Figure 1. Signal metal coverage by tile.
Drawn at 4 px/µm. The die is cut into 18 by 18 equal tiles; dark purple is low, yellow is high, scaled to the fullest tile. Values are wire area over tile area, all layers added.
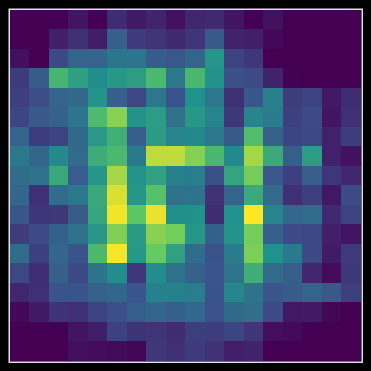
Figure 2. Drive-strength map.
Drawn at 3 px/µm.
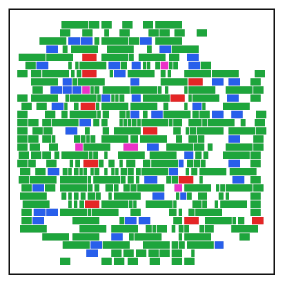
Figure 3. PDN straps and rails.
Drawn at 6 px/µm. Pins as bars on the die edge.
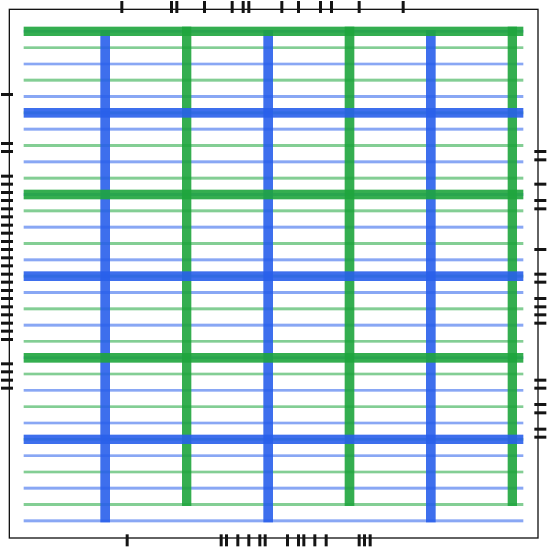
Figure 4. Cell outlines without signal wires.
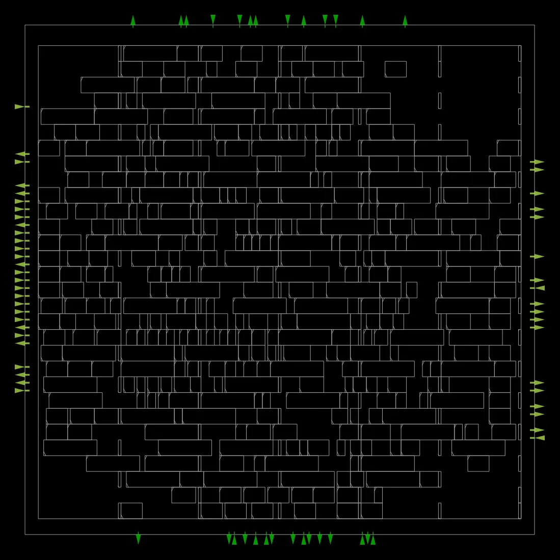
Figure 5. Layout detail.
Window x 19 to 69, y 37 to 87 µm. Cells in gray, sequential cells in the stronger gray; small squares are vias.
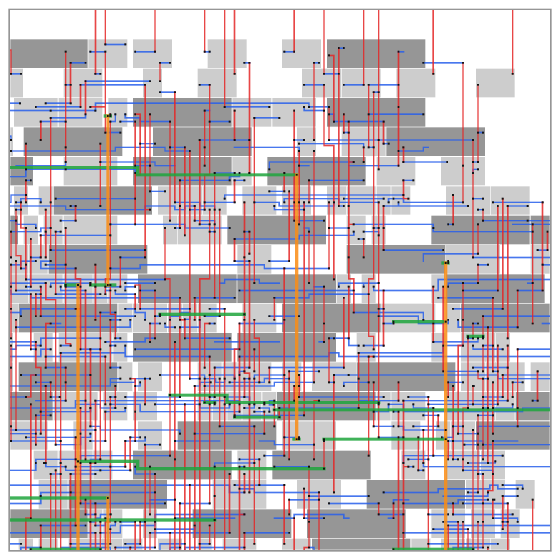
`src/rtl/collision_flag_bank.sv`:
```
// collision_flag_bank
//   Merges 2-bit collision codes for N_MOBILE mobile sprites over one analysis
//   pass. At the end of the pass the codes are copied to a held output copy,
//   together with a saturating per-frame collision count. The bank also raises
//   a maskable level interrupt, which irq_ack clears.
//
//   state  | meaning
//   -------+----------------------------------------------------------
//   IDLE   | waiting for frame_start (direct or pending from COMMIT)
//   ACCUM  | merging comparison results into the accumulator
//   COMMIT | one cycle: copy accumulator/count to outputs, evaluate irq
//
// Ports:
//   clk, reset                   clock, async active-low reset
//   frame_start, frame_done      pass begin / pass end pulses
//   update_valid, collision_result, number_of_mobile_sprite,
//   number_of_comparison_sprite  one comparison result per cycle
//   irq_mask, irq_ack            interrupt enable per sprite, clear pulse
//   collision_flags, flags_valid, collision_count, frame_aborted
//                                committed results and status
//   busy, irq                    in-pass indicator, level interrupt
module collision_flag_bank #(
  parameter int N_MOBILE    = 15,
  parameter int SPRITE_BITS = 5,
  parameter int FIXED_BEGIN = 15,
  parameter int COUNT_BITS  = 8,
  parameter int IGNORE_SELF = 1
) (
  input  logic                     clk,
  input  logic                     reset,
  input  logic                     frame_start,
  input  logic                     frame_done,
  input  logic                     update_valid,
  input  logic                     collision_result,
  input  logic [SPRITE_BITS-1:0]   number_of_mobile_sprite,
  input  logic [SPRITE_BITS-1:0]   number_of_comparison_sprite,
  input  logic [N_MOBILE-1:0]      irq_mask,
  input  logic                     irq_ack,
  output logic [2*N_MOBILE-1:0]    collision_flags,
  output logic                     flags_valid,
  output logic [COUNT_BITS-1:0]    collision_count,
  output logic                     frame_aborted,
  output logic                     busy,
  output logic                     irq
);

  typedef enum logic [1:0] {IDLE, ACCUM, COMMIT} state_t;

  state_t                  state, state_next;
  logic [2*N_MOBILE-1:0]   acc, acc_next;
  logic [COUNT_BITS-1:0]   cnt, cnt_next;
  logic                    start_pending;

  logic                    clear_acc;
  logic                    accum_en;
  logic                    restart;
  logic                    commit;
  logic                    hit;
  logic [1:0]              cls;
  logic                    irq_set;

  // Event qualification: only real collisions of a valid mobile sprite count,
  // optionally excluding a sprite compared against itself.
  always_comb begin
    hit = update_valid && collision_result
          && (int'(number_of_mobile_sprite) < N_MOBILE)
          && !((IGNORE_SELF != 0)
               && (number_of_mobile_sprite == number_of_comparison_sprite));
    cls = (int'(number_of_comparison_sprite) < FIXED_BEGIN) ? 2'b01 : 2'b10;
  end

  always_ff @(posedge clk or negedge reset) begin
    if (!reset) state <= IDLE;
    else        state <= state_next;
  end

  always_comb begin
    state_next = state;
    clear_acc  = 1'b0;
    accum_en   = 1'b0;
    restart    = 1'b0;
    commit     = 1'b0;
    case (state)
      IDLE: begin
        if (frame_start || start_pending) begin
          state_next = ACCUM;
          clear_acc  = 1'b1;
        end
      end
      ACCUM: begin
        // A restart beats both the update and frame_done of the same cycle.
        if (frame_start) begin
          clear_acc = 1'b1;
          restart   = 1'b1;
        end else begin
          accum_en = 1'b1;
          if (frame_done) state_next = COMMIT;
        end
      end
      COMMIT: begin
        commit     = 1'b1;
        state_next = IDLE;
      end
      default: state_next = IDLE;
    endcase
  end

  always_comb begin
    acc_next = acc;
    cnt_next = cnt;
    if (clear_acc) begin
      acc_next = '0;
      cnt_next = '0;
    end else if (accum_en && hit) begin
      for (int i = 0; i < N_MOBILE; i++) begin
        if (number_of_mobile_sprite == SPRITE_BITS'(i))
          acc_next[2*i +: 2] = acc[2*i +: 2] | cls;
      end
      if (cnt != '1) cnt_next = cnt + COUNT_BITS'(1);
    end
  end

  always_comb begin
    irq_set = 1'b0;
    if (commit) begin
      for (int i = 0; i < N_MOBILE; i++) begin
        if (irq_mask[i] && (acc[2*i +: 2] != 2'b00)) irq_set = 1'b1;
      end
    end
  end

  always_ff @(posedge clk or negedge reset) begin
    if (!reset) begin
      acc             <= '0;
      cnt             <= '0;
      start_pending   <= 1'b0;
      collision_flags <= '0;
      collision_count <= '0;
      flags_valid     <= 1'b0;
      frame_aborted   <= 1'b0;
      irq             <= 1'b0;
    end else begin
      acc           <= acc_next;
      cnt           <= cnt_next;
      // frame_start during COMMIT is remembered and acted on from IDLE.
      start_pending <= (state == COMMIT) && frame_start;
      if (commit) begin
        collision_flags <= acc;
        collision_count <= cnt;
        flags_valid     <= 1'b1;
        frame_aborted   <= 1'b0;
      end else if (restart) begin
        frame_aborted <= 1'b1;
      end
      if (irq_set)      irq <= 1'b1;
      else if (irq_ack) irq <= 1'b0;
    end
  end

  assign busy = (state == ACCUM);

endmodule

```
`config.mk`:
```
export PLATFORM = sky130hd
export DESIGN_NAME = collision_flag_bank
export DESIGN_NICKNAME = d
export VERILOG_FILES = /design/src/rtl/collision_flag_bank.sv
export SDC_FILE = /design/constraint.sdc
export NUM_CORES = 1
export LEC_CHECK = 0
export CAP_MARGIN = 15
export CORE_MARGIN = 2
export CORE_UTILIZATION = 50
export CTS_CLUSTER_SIZE = 30
export DETAILED_ROUTE_END_ITERATION = 16
export PLACE_DENSITY = 0.79
export SLEW_MARGIN = 20
export SYNTH_ARGS = -nofsm -noshare
export SYNTH_HDL_FRONTEND = slang
export SYNTH_SLANG_ARGS = --single-unit
```
`constraint.sdc`:
```
create_clock -name clk -period 6.4 [get_ports clk]
set_input_delay 1.6 -clock clk [delete_from_list [all_inputs] [get_ports clk]]
set_output_delay 1.6 -clock clk [all_outputs]
set_load 0.03 [all_outputs]
```
==> changes_impl.md <==
### Metrics

* Yosys top cell by instances: sky130_fd_sc_hd__dfrtp_1
* Chip area line of the yosys report at 3517 µm²
* Seq Cell Count at 82
* FF-to-FF Start: state[1]
* Number of clock buffer instances in the layout at 12
* Core Region at 6794 µm²
* Total Power at 0.9385 mW
* Final setup violating endpoints at 0
* Power Sequential at 0.526 mW
* Async S/R FF share, synth at 1.000
* Min-Delay Endpoint: flags_valid
* Number of synthesized register bits at 82
* HPWL after DPL at 5376 µm
* Non-clk buf share at 0.1647
* Largest power group: registers
* # diodes at 0
* Post-synth tally of flip-flops with integrated enable at 0
* Net count after synthesis at 344
* Outcome: finished, final reports clean
* Final Slew Violations at 0
* Count of hold buffers inserted by post-cts repair at 0
* Mapped Cells at 311
* R2R Path End: cnt[6]
* Horizontal die dimension at 87.87 µm
* Switching fraction of total power at 0.2455
* Kind of cell adding the most delay to the critical path: AND-OR/OR-AND gates
* Registers with the most flip-flops: acc x30, collision_flags x30
* Logic share of the area at 0.3063
* DRC violation count after routing at 0
* Largest fanout of any net on the critical path at 13
* Routability Congestion at 0.8078
* Worst path cell trace: clkdlybuf4s50_1 -> or3b_1 -> or2_1 -> a211oi_2 -> a41oi_1 -> a311oi_1
* First-pass GRT wire length at 12520 µm
* Max H-tree Level at 3
* Total power density per cell area at 209.1 nW/µm²
* Simple-gate area share of the yosys netlist at 0.1370
* # resized after CTS at 0
-- Figure 1 (at the start) --
The mean over all tiles is 0.16. The emptiest ninth of the die: top right. The densest ninth of the die: middle. The fullest tile reaches 0.54.

-- Figure 2 (at the start) --
Key: red = _6 and larger [cells 11, share 2.8%]; green = _0 and _1 cells [cells 321, share 83%]; blue = _2 cells [cells 50, share 13%]; magenta = _3 and _4 cells [cells 5, share 1.3%]

-- Figure 3 (at the start) --
Key: blue = VSS; green = VDD
6 straps on met4. 31 met1 rails follow the rows. 6 straps on met5. The core has 30 rows. 74 signal pins sit on the boundary.

-- Figure 4 (at the start) --
num tapcells: 96
register fraction of the total cell area: 0.4571
Final Util: 0.6608

-- Figure 5 (at the start) --
Key: red = metal 2; green = metal 3; blue = metal 1; orange = metal 4
Netlist names of flops here include acc (18), collision_flags (11), cnt (5). Most frequent: dfrtp_1 (34), nand2_1 (26), o21ai_0 (15). 151 logic cells have their middle in the window. Sequential cells in the window: 34.

Power is estimated from default activity; no workload was simulated.
